Fig. 1: clock network drawn from the DEF
Scale: 1.5 px per um.
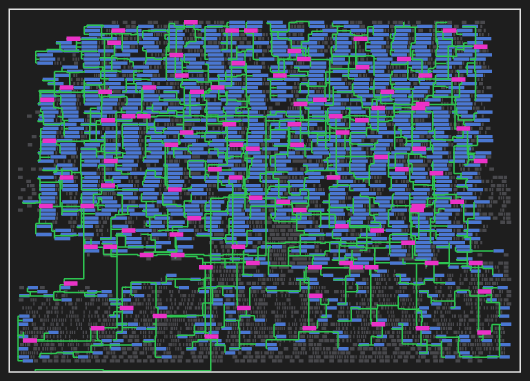
Fig. 2: nets reached from selected ports
Scale: 1.5 px per um.
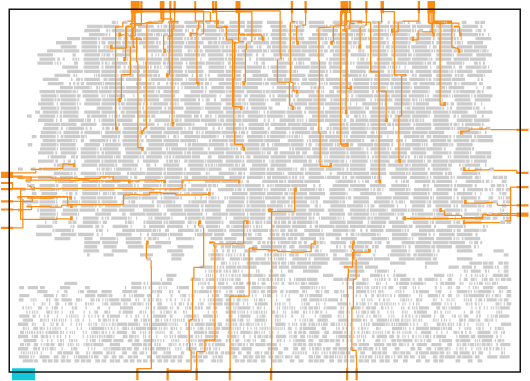
Fig. 3: signal metal coverage by tile
Scale: 1 px per um. The die is cut into 34 by 24 equal tiles; white is low, dark blue is high, scaled to the fullest tile. Values are wire area over tile area, all layers added.
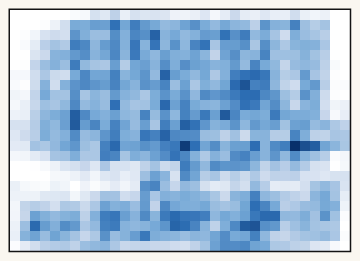
Fig. 4: congestion heat map
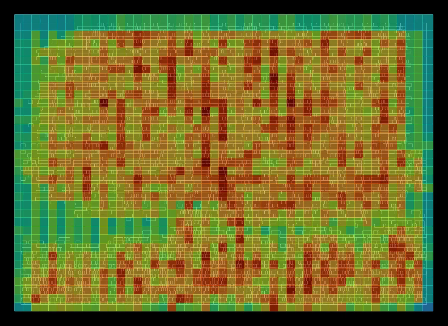
## src/rtl/wisc_trace_buffer.sv

```systemverilog
`default_nettype none
// ============================================================================
// Module   : wisc_trace_buffer
// Brief    : Writeback trace capture into a circular buffer with saturating
//            perf counters; stops on Halt/watchdog, then streams entries out.
// Revision : 1.0 - initial release
// ============================================================================
module wisc_trace_buffer #(
    parameter int ARCH_WIDTH  = 16,
    parameter int REG_WIDTH   = 4,
    parameter int DEPTH       = 16,
    parameter int CNT_WIDTH   = 32,
    parameter int CYCLE_LIMIT = 100000
) (
    input  logic                                clk,
    input  logic                                rst,
    input  logic                                en,
    input  logic                                Halt,
    input  logic                                Stall,
    input  logic [ARCH_WIDTH-1:0]               PC,
    input  logic [ARCH_WIDTH-1:0]               Inst,
    input  logic                                RegWrite,
    input  logic [REG_WIDTH-1:0]                WriteRegister,
    input  logic [ARCH_WIDTH-1:0]               WriteData,
    input  logic                                MemRead,
    input  logic                                MemWrite,
    input  logic [ARCH_WIDTH-1:0]               MemAddress,
    input  logic [ARCH_WIDTH-1:0]               MemDataIn,
    input  logic [ARCH_WIDTH-1:0]               MemDataOut,
    input  logic                                dump_req,
    input  logic                                rd_ready,
    output logic                                rd_valid,
    output logic [3*ARCH_WIDTH+REG_WIDTH+3:0]   rd_data,
    output logic [$clog2(DEPTH):0]              entry_count,
    output logic [CNT_WIDTH-1:0]                cycle_count,
    output logic [CNT_WIDTH-1:0]                inst_count,
    output logic [CNT_WIDTH-1:0]                load_count,
    output logic [CNT_WIDTH-1:0]                store_count,
    output logic [CNT_WIDTH-1:0]                stall_count,
    output logic                                halted,
    output logic                                timeout,
    output logic                                overflow,
    output logic                                dump_done
);

    localparam int PTR_W   = $clog2(DEPTH);
    localparam int ENTRY_W = 3*ARCH_WIDTH + REG_WIDTH + 4;

    localparam logic [1:0] c_RUN  = 2'd0;
    localparam logic [1:0] c_STOP = 2'd1;
    localparam logic [1:0] c_DUMP = 2'd2;
    localparam logic [1:0] c_DONE = 2'd3;

    localparam logic [PTR_W:0]     c_DEPTH    = (PTR_W+1)'(DEPTH);
    localparam logic [CNT_WIDTH-1:0] c_LIMIT_M1 = CNT_WIDTH'(CYCLE_LIMIT - 1);

    logic [1:0]            r_state;
    logic [1:0]            w_nextState;
    logic [ENTRY_W-1:0]    r_mem [DEPTH];
    logic [PTR_W-1:0]      r_wrPtr;
    logic [PTR_W-1:0]      r_rdPtr;
    logic [PTR_W:0]        r_count;
    logic [CNT_WIDTH-1:0]  r_cycleCount;
    logic [CNT_WIDTH-1:0]  r_instCount;
    logic [CNT_WIDTH-1:0]  r_loadCount;
    logic [CNT_WIDTH-1:0]  r_storeCount;
    logic [CNT_WIDTH-1:0]  r_stallCount;
    logic                  r_halted;
    logic                  r_timeout;
    logic                  r_overflow;

    logic                  w_inRun;
    logic                  w_rdValid;
    logic                  w_dumpDone;
    logic                  w_wdFire;
    logic                  w_capture;
    logic                  w_full;
    logic                  w_pop;
    logic [ARCH_WIDTH-1:0] w_capData;

    // The data address is not part of the entry format; folded here so it reads as used.
    logic w_unusedMemAddr;
    assign w_unusedMemAddr = ^MemAddress;

    // State register
    always_ff @(posedge clk) begin
        if (!rst) begin
            r_state <= c_RUN;
        end else begin
            r_state <= w_nextState;
        end
    end

    // Next-state logic
    always_comb begin
        w_nextState = r_state;
        case (r_state)
            c_RUN:   if (Halt || w_wdFire) w_nextState = c_STOP;
            c_STOP:  if (dump_req)         w_nextState = c_DUMP;
            c_DUMP:  if (r_count == '0)    w_nextState = c_DONE;
            default: w_nextState = c_DONE;
        endcase
    end

    // Output decode
    always_comb begin
        w_inRun    = (r_state == c_RUN);
        w_rdValid  = (r_state == c_DUMP) && (r_count != '0);
        w_dumpDone = (r_state == c_DONE);
    end

    assign w_wdFire  = (r_cycleCount == c_LIMIT_M1);
    assign w_capture = w_inRun && en && (Halt || RegWrite || MemRead || MemWrite);
    assign w_full    = (r_count == c_DEPTH);
    assign w_pop     = w_rdValid && rd_ready;
    assign w_capData = RegWrite ? WriteData : (MemWrite ? MemDataIn : MemDataOut);

    always_ff @(posedge clk) begin
        if (w_capture) begin
            r_mem[r_wrPtr] <= {PC, Inst, Halt, MemWrite, MemRead, RegWrite, WriteRegister, w_capData};
        end
    end

    always_ff @(posedge clk) begin
        if (!rst) begin
            r_wrPtr      <= '0;
            r_rdPtr      <= '0;
            r_count      <= '0;
            r_cycleCount <= '0;
            r_instCount  <= '0;
            r_loadCount  <= '0;
            r_storeCount <= '0;
            r_stallCount <= '0;
            r_halted     <= 1'b0;
            r_timeout    <= 1'b0;
            r_overflow   <= 1'b0;
        end else begin
            // A full buffer drops its oldest entry to make room for the new one.
            if (w_capture) begin
                r_wrPtr <= r_wrPtr + 1'b1;
                if (w_full) begin
                    r_rdPtr    <= r_rdPtr + 1'b1;
                    r_overflow <= 1'b1;
                end else begin
                    r_count <= r_count + 1'b1;
                end
            end
            if (w_pop) begin
                r_rdPtr <= r_rdPtr + 1'b1;
                r_count <= r_count - 1'b1;
            end
            if (w_inRun) begin
                if (r_cycleCount != '1)
                    r_cycleCount <= r_cycleCount + 1'b1;
                if ((Halt || RegWrite || MemWrite) && r_instCount != '1)
                    r_instCount <= r_instCount + 1'b1;
                if (MemRead && r_loadCount != '1)
                    r_loadCount <= r_loadCount + 1'b1;
                if (MemWrite && r_storeCount != '1)
                    r_storeCount <= r_storeCount + 1'b1;
                if (Stall && r_stallCount != '1)
                    r_stallCount <= r_stallCount + 1'b1;
                if (Halt)
                    r_halted <= 1'b1;
                else if (w_wdFire)
                    r_timeout <= 1'b1;
            end
        end
    end

    assign rd_valid    = w_rdValid;
    assign rd_data     = w_rdValid ? r_mem[r_rdPtr] : '0;
    assign entry_count = r_count;
    assign cycle_count = r_cycleCount;
    assign inst_count  = r_instCount;
    assign load_count  = r_loadCount;
    assign store_count = r_storeCount;
    assign stall_count = r_stallCount;
    assign halted      = r_halted;
    assign timeout     = r_timeout;
    assign overflow    = r_overflow;
    assign dump_done   = w_dumpDone;

endmodule
`default_nettype wire
```

## config.mk

```make
export PLATFORM = sky130hd
export DESIGN_NAME = wisc_trace_buffer
export DESIGN_NICKNAME = d
export VERILOG_FILES = /design/src/rtl/wisc_trace_buffer.sv
export SDC_FILE = /design/constraint.sdc
export NUM_CORES = 1
export LEC_CHECK = 0
export ABC_AREA = 1
export CAP_MARGIN = 25
export CORE_ASPECT_RATIO = 0.7
export CORE_MARGIN = 5
export CORE_UTILIZATION = 60
export DETAILED_ROUTE_END_ITERATION = 16
export PLACE_DENSITY = 0.81
export SLEW_MARGIN = 10
export SYNTH_ARGS = -nofsm -noshare
export SYNTH_HDL_FRONTEND = slang
export SYNTH_SLANG_ARGS = --single-unit
export TNS_END_PERCENT = 1
```

## constraint.sdc

```tcl
create_clock -name clk -period 15.15 [get_ports clk]
set_input_delay 4.545 -clock clk [delete_from_list [all_inputs] [get_ports clk]]
set_output_delay 4.545 -clock clk [all_outputs]
set_load 0.01 [all_outputs]
```

==> impl_metrics.py <==
# Physical implementation metrics
metrics = {
    "critical_path": {
        "worst_ep_required_time_ps": 10610,
        "crit_path_end": "rd_data[4]",
        "reg2reg_from": "r_state[0]",
        "ff2ff_path_depth": 8,
        "crit_path_start_kind": "flop",
    },
    "detailed_routing": {
        "route.detailed.drc": 0,
        "drtIter0Drc": 4860,
    },
    "sta": {
        "tns_ps": 0,
        "drv_slew": 0,
        "fin_crit_ps": 9010,
        "timing.fmax_mhz": 111,
        "finalClockPeriodUsage": 0.595,
        "worst_pin_slew_ps": 1170,
    },
    "grt": {
        "grt.overflow.total": 0,
        "antenna_found_initial": 3,
        "grt_max_degree": 268,
        "grt_pass1_wl_um": 186000,
    },
    "power_and_ir_drop": {
        "p_comb_frac": 0.089,
        "ir_drop_mv": 0.102,
        "power_per_cell_area_nw_per_um2": 120,
        "intPower_mw": 4.86,
        "switching_share": 0.240,
    },
    "clock_tree": {
        "post_cts_buffers": 0,
        "cts_tree": "built",
        "cts_htree_levels": 3,
        "ctsResizeCount": 0,
    },
    "finish": {
        "layout.nets": 4486,
        "drive_gt1_frac": 0.0641,
        "syn_to_final_growth_pct": 16.2,
    },
    "min_path": {
        "min_path_type": "reg2reg",
    },
    "synth": {
        "syn_nets": 4247,
        "netlist_logic_family_top": "simple AND/OR/NAND/NOR gates",
        "yosysChipArea_um2": 45700,
        "yosysWarnings": 0,
        "ys_sh_simple": 0.137,
        "synth.cellmix.compoundShare": 0.131,
    },
    "placed_design": {
        "hpwl_um": 66900,
    },
    "die": {
        "die_h_um": 241,
        "rows": 84,
        "fp.coreArea_um2": 75300,
        "die_w_um": 340,
    },
    "run_status": {
        "status": "complete, no violations",
    },
    "job": {
        "warnings": 61,
    },
}
Back to the opening pictures, Fig. 1:
- flip-flops: blue (count 1078)
- clock wires: green (length 11300 um)
- clock-net drivers: magenta (count 98)
- flops lie: spread over the die
clk_skew: 20.4 ps
clock power share: 0.394
clock network power: 2.52 mW
worst skew pair latency: 680 ps

Back to the opening pictures, Fig. 2:
- `MemAddress`: cyan (bits 16; direction input; edge bottom; end cells 0; buffers 0)
- `rd_data`: orange (bits 56; direction output; edge 35 top, 8 left, 7 bottom, 6 right; end cells 56; buffers 56; wire 4190 um)

Back to the opening pictures, Fig. 3:
- nearly empty tiles: 5.8%
- mean over tiles: 0.26
- tiles over half the peak: 32%
- fullest tile: 0.65
- emptiest ninth of the die: bottom left
- densest ninth of the die: middle

Back to the opening pictures, Fig. 4:
Avg WL per Cell: 22.8 um
GR Layer Usage met2: 0.474
GR peak layer: met2
total global-route track usage: 0.292
met3 Use GR: 0.0530

## layout by cell type (no fill, tap or decap), drive strengths merged, types with 12 or more instances in the layout
cell type        n
edfxtp         896
nor2           676
nand2          564
o21ai          487
clkdlybuf4s50  317
a21oi          239
dfxtp          182
inv            171
o221ai         170
nand3          119
clkbuf         118
nor3            87
xor2            77
buf             63
o22ai           55
o211ai          54
clkinv          42
nand4           38
xnor2           26
ha              12
bufinv          12
## Yosys cell counts (all sizes together)
cell and number:
o211ai 54, nand3 119, nor3 87, or2 1, nor3b 8, inv 168
nand2 564, nand4 38, dfxtp 182, clkbuf 140, nand3b 7, and2 1
buf 101, nor4 7, a31oi 1, o21ai 487, o21bai 1, edfxtp 896
ha 12, a21oi 239, a211oi 1, o22ai 55, nor2 676, xnor2 26
xor2 77, o21a 4, o221ai 170, and3 2, a21boi 1
## stage by stage
step	hold WS (ps)	util	power (mW)	cells	setup slack, ps
final	451	0.705	6.39	5439	6140
after CTS	452	0.703	6.40	5429	5790
after floorplan	442	-	3.71	4125	7140
after detailed placement	442	0.659	3.91	5246	6580
after global routing	476	0.705	6.59	5436	5990
after global placement	437	0.656	3.90	5234	6590
## state kept, by name (all words and copies together), names as in the netlist, 4 cells and up, named ones only
| signal | count |
|---|---|
| r_rdPtr | 4 |
| entry_count | 5 |
| load_count | 32 |
| store_count | 32 |
| inst_count | 32 |
| r_wrPtr | 4 |
| stall_count | 32 |
| r_mem | 896 |
| cycle_count | 32 |
## cell type report
cell class	instances	area [um2]
diodes	3	7.51
clock buffers	118	2550
clock inverters	65	722
fillers	5090	22200
inverters	168	652
multi-input cells	2638	13400
flip-flops and latches	1078	30600
well taps	989	1240
repair buffers	380	3890
## critical path: stages, from the launching register on
cell and delay (ps):
dfxtp_4 520, inv_6 700, buf_4 520, buf_16 350, o21ai_0 150, o221ai_1 250
o211ai_1 150, a21oi_1 440, clkdlybuf4s50_1 640
## worst min-delay path by stage
stage | startpoint | endpoint | cells after the start
2_1_floorplan | r_rdPtr[3] | flop | 2
3_3_place_gp | overflow | overflow | 2
3_5_place_dp | timeout | timeout | 2
4_1_cts | timeout | timeout | 2
5_1_grt | timeout | timeout | 2
6_report | timeout | timeout | 2
## layer usage
layer,wire length [um],part of all wire
met1,49300,0.40
met2,57900,0.47
met3,12500,0.10
met4,4330,0.035
met5,0,0
## power by group through the flow
stage	Sequential, mW	Clock (mW)	Combinational [mW]
finish	3.30	2.52	0.570
global route	3.30	2.68	0.616
CTS	3.30	2.54	0.558
detailed placement	3.36	0	0.553
global placement	3.36	0	0.536
floorplan	3.35	0	0.359
## cell families after synthesis
logic type                 Yosys count
AOI/OAI and AO/OA                 1013
xor gates and xnor gates           103
adders and majority gates           12
buffers and inverters              409
DFF                               1078
and+or+nand+nor                   1510
Power is estimated from default activity; no workload was simulated.
